`src/rtl/serial_frame_tx_pkg.sv`:
```
// Shared types and sizing helpers for the serial frame transmitter and any matching receiver.
package serial_frame_tx_pkg;

  typedef enum logic [1:0] {
    ST_IDLE,
    ST_SHIFT,
    ST_GAP
  } state_e;

  // Counter width able to hold 0..n-1, never narrower than one bit.
  function automatic int cnt_width(input int n);
    return (n > 1) ? $clog2(n) : 1;
  endfunction

endpackage

```
`src/rtl/bit_timer.sv`:
```
// Bit-period down-counter: load sets the count, en decrements it, and tc flags zero.
module bit_timer #(
  parameter int DIV_W = 8
) (
  input  logic             clk,
  input  logic             rst_n,
  input  logic             load,
  input  logic [DIV_W-1:0] load_val,
  input  logic             en,
  output logic             tc
);

  logic [DIV_W-1:0] cnt;

  // The counter stops at zero, so an all-ones period cannot wrap.
  always_ff @(posedge clk) begin
    if (!rst_n)          cnt <= '0;
    else if (load)       cnt <= load_val;
    else if (en && !tc)  cnt <= cnt - 1'b1;
  end

  assign tc = (cnt == '0);

endmodule

```
`src/rtl/serial_frame_tx.sv`:
```
// Parallel-to-serial frame transmitter: MSB-first, programmable bit period, fixed inter-frame gap.
module serial_frame_tx
  import serial_frame_tx_pkg::*;
#(
  parameter int WIDTH = 8,
  parameter int DIV_W = 8,
  parameter int GAP   = 1
) (
  input  logic             clk,
  input  logic             rst_n,
  input  logic [DIV_W-1:0] div,
  input  logic             in_valid,
  output logic             in_ready,
  input  logic [WIDTH-1:0] in_data,
  output logic             srl_out,
  output logic             frame,
  output logic             bit_strobe,
  output logic             busy
);

  localparam int CNT_W = cnt_width(WIDTH);
  localparam int GAP_W = cnt_width(GAP);
  localparam logic [CNT_W-1:0] LAST_BIT = CNT_W'(WIDTH - 1);

  state_e           state, state_d;
  logic [WIDTH-1:0] sreg, sreg_d;
  logic [CNT_W-1:0] bit_cnt, bit_cnt_d;
  logic [GAP_W-1:0] gap_cnt, gap_cnt_d;
  logic [DIV_W-1:0] div_q, div_d;
  logic             srl_d, frame_d, strobe_d;
  logic             t_load, t_en, t_tc;
  logic [DIV_W-1:0] t_val;

  bit_timer #(.DIV_W(DIV_W)) u_timer (
    .clk      (clk),
    .rst_n    (rst_n),
    .load     (t_load),
    .load_val (t_val),
    .en       (t_en),
    .tc       (t_tc)
  );

  always_ff @(posedge clk) begin
    if (!rst_n) begin
      state      <= ST_IDLE;
      sreg       <= '0;
      bit_cnt    <= '0;
      gap_cnt    <= '0;
      div_q      <= '0;
      srl_out    <= 1'b0;
      frame      <= 1'b0;
      bit_strobe <= 1'b0;
    end else begin
      state      <= state_d;
      sreg       <= sreg_d;
      bit_cnt    <= bit_cnt_d;
      gap_cnt    <= gap_cnt_d;
      div_q      <= div_d;
      srl_out    <= srl_d;
      frame      <= frame_d;
      bit_strobe <= strobe_d;
    end
  end

  always_comb begin
    state_d   = state;
    sreg_d    = sreg;
    bit_cnt_d = bit_cnt;
    gap_cnt_d = gap_cnt;
    div_d     = div_q;
    srl_d     = srl_out;
    frame_d   = frame;
    strobe_d  = bit_strobe;
    t_load    = 1'b0;
    t_en      = 1'b0;
    // The live div only matters on the accept edge; later bits reuse the latched copy.
    t_val     = (state == ST_IDLE) ? div : div_q;

    case (state)
      ST_IDLE: begin
        if (in_valid) begin
          sreg_d    = in_data;
          srl_d     = in_data[WIDTH-1];
          frame_d   = 1'b1;
          strobe_d  = 1'b1;
          bit_cnt_d = '0;
          div_d     = div;
          t_load    = 1'b1;
          state_d   = ST_SHIFT;
        end
      end
      ST_SHIFT: begin
        if (!t_tc) begin
          t_en     = 1'b1;
          strobe_d = 1'b0;
        end else if (bit_cnt != LAST_BIT) begin
          sreg_d    = sreg << 1;
          srl_d     = sreg[WIDTH-2];
          bit_cnt_d = bit_cnt + 1'b1;
          t_load    = 1'b1;
          strobe_d  = 1'b1;
        end else begin
          frame_d  = 1'b0;
          srl_d    = 1'b0;
          strobe_d = 1'b0;
          if (GAP > 0) begin
            state_d   = ST_GAP;
            gap_cnt_d = GAP_W'(GAP - 1);
          end else begin
            state_d = ST_IDLE;
          end
        end
      end
      ST_GAP: begin
        if (gap_cnt == '0) state_d = ST_IDLE;
        else               gap_cnt_d = gap_cnt - 1'b1;
      end
      default: state_d = ST_IDLE;
    endcase
  end

  assign in_ready = (state == ST_IDLE);
  assign busy     = (state != ST_IDLE);

endmodule

```
`config.mk`:
```
export PLATFORM = sky130hd
export DESIGN_NAME = serial_frame_tx
export DESIGN_NICKNAME = d
export VERILOG_FILES = /design/src/rtl/serial_frame_tx_pkg.sv /design/src/rtl/bit_timer.sv /design/src/rtl/serial_frame_tx.sv
export SDC_FILE = /design/constraint.sdc
export NUM_CORES = 1
export LEC_CHECK = 0
export CAP_MARGIN = 20
export CORE_UTILIZATION = 53
export DETAILED_ROUTE_END_ITERATION = 6
export GPL_ROUTABILITY_DRIVEN = 0
export GPL_TIMING_DRIVEN = 0
export PLACE_DENSITY = 0.78
export SLEW_MARGIN = 15
export SYNTH_ARGS = -nofsm -noshare
export SYNTH_HDL_FRONTEND = slang
export SYNTH_SLANG_ARGS = --single-unit
```
`constraint.sdc`:
```
create_clock -name clk -period 3.25 [get_ports clk]
set_clock_uncertainty 0.15 [all_clocks]
set_input_delay 0.4875 -clock clk [delete_from_list [all_inputs] [get_ports clk]]
set_output_delay 0.4875 -clock clk [all_outputs]
set_load 0.05 [all_outputs]
```
Fig. 1: run 1, clock wiring as the flow saved it
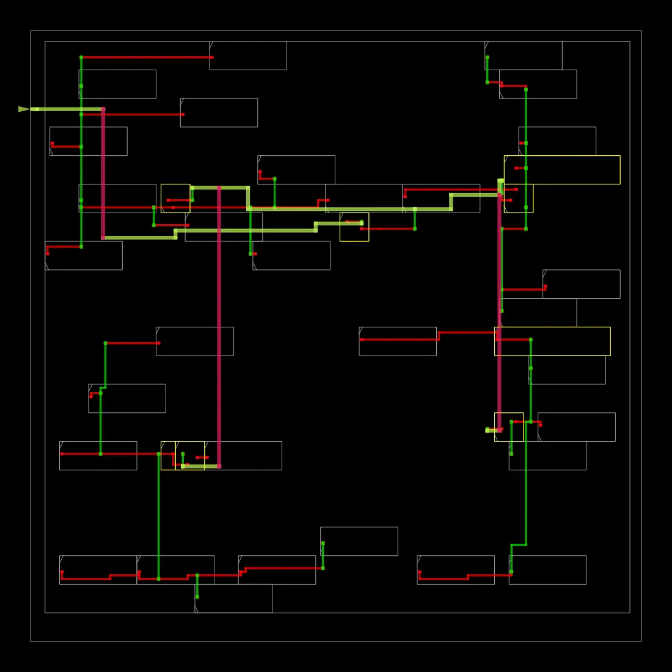
clk_lat worst skew: 0.35 ns
CLK BUF: 6

Fig. 2: run 1, signal wires by layer
Drawn at 4 px/um.
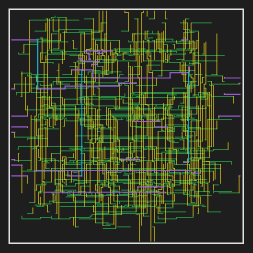
legend:
  green:
    layer: M1
    wire_length: 1920 um
  purple:
    layer: M3
    wire_length: 212 um
  yellow:
    layer: M2
    wire_length: 2060 um
  cyan:
    layer: M4
    wire_length: 61.2 um
DR vias: 1640
drt wl/cell: 15.4 um

==> run_results.csv, run 1 <==
group,metric,value,unit
clock_tree,cts_made_buffers,5,
cells_and_area,design_area,2050,um^2
worst_setup_path,timing.rr.start,"bit_cnt[0]$_SDFFE_PN0P_",
routing,routed-wl-met3,212,um
global_route,grt_use_total,27.6,%
cells_and_area,ff_latch_area,621,um^2
worst_setup_path,critPathArrivalTime,2.37,ns
worst_setup_path,worstPathMaxFanout,10,
flow_run,maxCapViolations,0,
cells_and_area,final_cell_mix,"nand2_1 (35), dfxtp_1 (31), clkdlybuf4s50_1 (22)",
worst_setup_path,path_cells,"clkbuf_1 -> nor2_1 -> clkdlybuf4s50_1",
floorplan,io_pins,24,
power,seq_cell_power,452,uW
global_route,met2_usage,46.3,%
yosys,synth.most_common_cell,"nand2_1",
final_timing,slew-limit-headroom,51.3,%
yosys,synth_cells,203,
final_timing,layout_min_cycle_time,3.00,ns
routing,post_drt_via_cell_ratio,5.92,
outcome,outcome,"finished, final reports clean",
routing,drc,0,
final_timing,post-route-period-util,92.4,%
final_timing,rsz0062_at_grt,"no",
flow_run,tool_warnings,27,
worst_setup_path,critPathLaunchType,"flop",
worst_setup_path,path_class,"flop to output port",
clock_tree,cts_sinks,31,
cells_and_area,non_clock_buffer_area_share,13.9,%
final_timing,worst_pin_slew,0.724,ns
clock_tree,cts_tree,"done",
floorplan,dieArea,3380,um^2
clock_tree,cts_root_buffer,"clkbuf_4",
cells_and_area,seq_share,30.2,%
yosys,largest_area_cell,"dfxtp_1",
routing,met2_length,2.06,mm
yosys,ys_chip_area,1670,um^2
routing,topRoutingLayerUsed,"met4",
placed_design,port_buffers,22,
cells_and_area,logic_area,957,um^2
cells_and_area,clock_area_share,4.94,%
power,power,1170,uW
worst_setup_path,crit_family,"buffers and inverters",
power,p_int,800,uW
routing,drtIter0Drc,91,
placed_design,place_area,1950,um^2
cells_and_area,post-route-util,67.8,%
yosys,yosysTopAreaCellShare,37.2,%
floorplan,floorplan.core_util,55.2,%
final_timing,holdWs,0.317,ns
yosys,edf_count,0,
placed_design,dp_hpwl,3.02,mm
yosys,netlist_top_cells_count,"nand2_1 (35), dfxtp_1 (31), a21oi_1 (14)",
clock_tree,cts_hold_buffers,0,
final_timing,fmax,333,MHz
floorplan,nWellTaps,44,
yosys,simple_gate_share,24.8,%
final_timing,tns,0,ns
power,p_leak,0.000774,uW
cells_and_area,inverters_excl_clock,9,
placed_design,place_inst,269,
yosys,synth_area,1670,um^2
power,clk-power,382,uW
Fig. 3: run 1, metal 3
Drawn at 8 px/um.
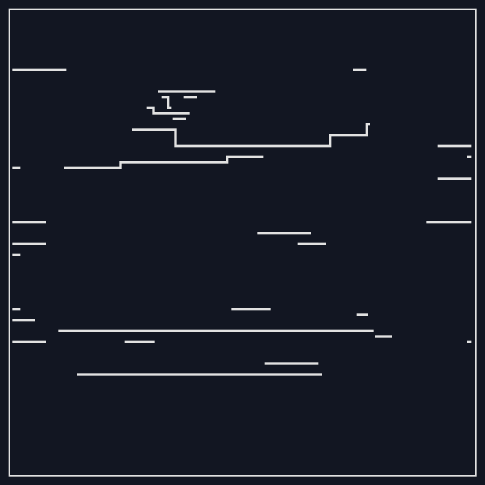
nets with wire on the layer: 27
main direction: horizontal
longest straight run: 39.1 um
share of all routed wire: 5.0%
met3 usage: 6.03%
Routed Wire Length: 4.26 mm

Fig. 4: run 1, gate families picked out
Drawn at 4 px/um.
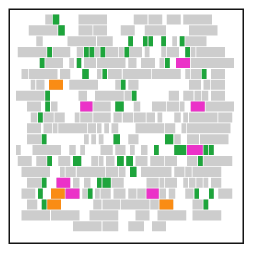

==> run 1 -> run 2 <==
--- a/config.mk
+++ b/config.mk
@@ -12,6 +12,8 @@
 export GPL_TIMING_DRIVEN = 0
 export PLACE_DENSITY = 0.78
+export REMOVE_ABC_BUFFERS = 1
 export SLEW_MARGIN = 15
 export SYNTH_ARGS = -nofsm -noshare
 export SYNTH_HDL_FRONTEND = slang
 export SYNTH_SLANG_ARGS = --single-unit
+export TNS_END_PERCENT = 5
==> constraint.sdc (replaced) <==
create_clock -name clk -period 3.25 [get_ports clk]
set_clock_uncertainty 0.15 [all_clocks]
set_input_delay 0.65 -clock clk [delete_from_list [all_inputs] [get_ports clk]]
set_output_delay 0.65 -clock clk [all_outputs]
set_load 0.05 [all_outputs]
Fig. 5: run 2, gate families picked out
Drawn at 4 px/um.
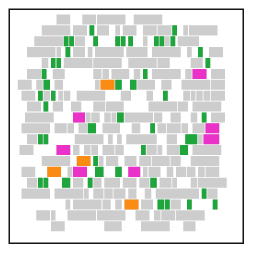
legend:
  magenta:
    family: non-inverting ao/oa cells
    cells: 7
  green:
    family: nand cells
    cells: 47
    where: widely spread
  orange:
    family: mux cells
    cells: 4
fraction of area in multi-input gates: 48.8%
final cell count without fillers: 264
dominant logic cell type in the layout: nand2_1

Fig. 6: run 2, routed clock nets over the placement
Drawn at 8 px/um.
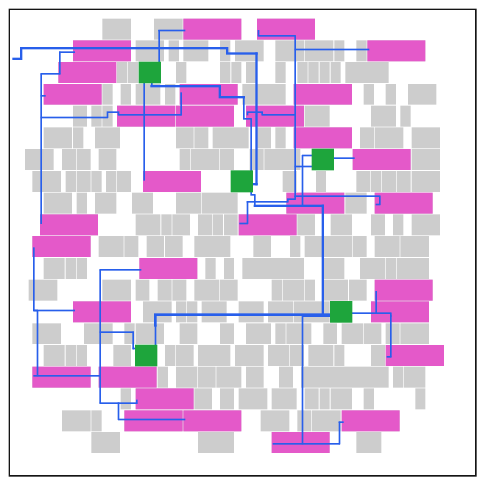
legend:
  magenta:
    item: flip-flops
    count: 31
  green:
    item: clock-net drivers
    count: 5
  blue:
    item: clock wires
    length: 402 um
routed clock nets: 6
flops lie: widely spread
clk_lat worst skew: 0.33 ns
Clk pwr share: 27.2%
clock distribution power: 286 uW

==> run 2 against run 1 <==
Against the previous run:
- synthesized cell count unchanged
- worst setup slack worse by 0.014 ns
- sequential share of layout area up 1.2 points
- largest power group unchanged
- core utilization down 2.6 points
- die size unchanged
- total power down 10%
- critical path type unchanged
- worst hold slack worse by 0.0056 ns
- routed wire length down 8.3%
- via count down 4.6%
- sequential cell count unchanged
- fmax down 0.46%
==> run_results.csv, run 2 <==
group,metric,value,unit
routing,drtIter0Drc,85,
floorplan,io_pins,24,
yosys,synth.most_common_cell,"nand2_1",
yosys,largest_area_cell,"dfxtp_1",
power,p_leak,0.000739,uW
cells_and_area,clock_area_share,3.61,%
routing,topRoutingLayerUsed,"met4",
floorplan,floorplan.core_util,55.2,%
clock_tree,cts_made_buffers,5,
routing,routed-wl-met3,248,um
final_timing,slew-limit-headroom,43.2,%
cells_and_area,seq_share,31.5,%
placed_design,place_area,1900,um^2
worst_setup_path,worstSetupEndpoint,"in_ready",
final_timing,rsz0062_at_grt,"no",
yosys,yosysTopAreaCellShare,37.2,%
clock_tree,cts_tree,"done",
global_route,grt_use_total,25.9,%
routing,met2_length,1.87,mm
clock_tree,cts_root_buffer,"clkbuf_4",
flow_run,tool_warnings,26,
cells_and_area,final_cell_mix,"nand2_1 (35), dfxtp_1 (31), clkdlybuf4s50_1 (23)",
global_route,met3_usage,6.92,%
final_timing,holdWs,0.311,ns
clock_tree,cts_sinks,31,
final_timing,finalHoldViolCount,0,
final_timing,layout_min_cycle_time,3.02,ns
yosys,synth_area,1670,um^2
outcome,outcome,"finished, final reports clean",
floorplan,dieArea,3380,um^2
worst_setup_path,crit_family,"buffers and inverters",
power,power.density,531,nW/um^2
final_timing,fmax,332,MHz
yosys,ys_chip_area,1670,um^2
worst_setup_path,path_class,"flop to output port",
routing,drc,0,
cells_and_area,non_clock_buffer_area_share,11.7,%
yosys,edf_count,0,
floorplan,core,3030,um^2
worst_setup_path,timing.rr.start,"bit_cnt[0]$_SDFFE_PN0P_",
power,power,1050,uW
placed_design,place_inst,257,
cells_and_area,ff_latch_area,621,um^2
worst_setup_path,worstPathMaxFanout,11,
worst_setup_path,critPathLaunchType,"flop",
cells_and_area,logic_area,962,um^2
routing,post_drt_via_cell_ratio,5.93,
floorplan,nWellTaps,44,
placed_design,dp_hpwl,2.61,mm
flow_run,maxCapViolations,0,
power,p_int,705,uW
cells_and_area,biggestRegsByFlops,"div_q x8, u_timer.cnt x8, sreg x7",
yosys,synth-async-reset-ratio,0,%
placed_design,port_buffers,23,
power,seq_cell_power,454,uW
yosys,synth_cells,203,
yosys,netlist_top_cells_count,"nand2_1 (35), dfxtp_1 (31), a21oi_1 (14)",
clock_tree,post_cts_resized,0,
worst_setup_path,critPathArrivalTime,2.22,ns
cells_and_area,n_all_buffers,23,
cells_and_area,inverters_excl_clock,9,
worst_setup_path,path_cells,"nor2_1 -> clkdlybuf4s50_1",
global_route,met2_usage,40.4,%
clock_tree,cts_hold_buffers,0,
Fig. 7: run 2, metal 3
Drawn at 8 px/um.
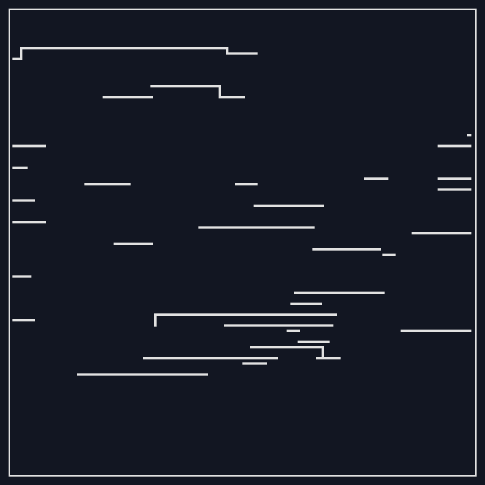
wire length on this layer: 249 um
nets with wire on the layer: 27
share of all routed wire: 6.4%
longest straight run: 25.8 um
main direction: horizontal
DR vias: 1565
Routed Wire Length: 3.90 mm

Power figures rest on the tool's default switching activity, not on a simulated workload.
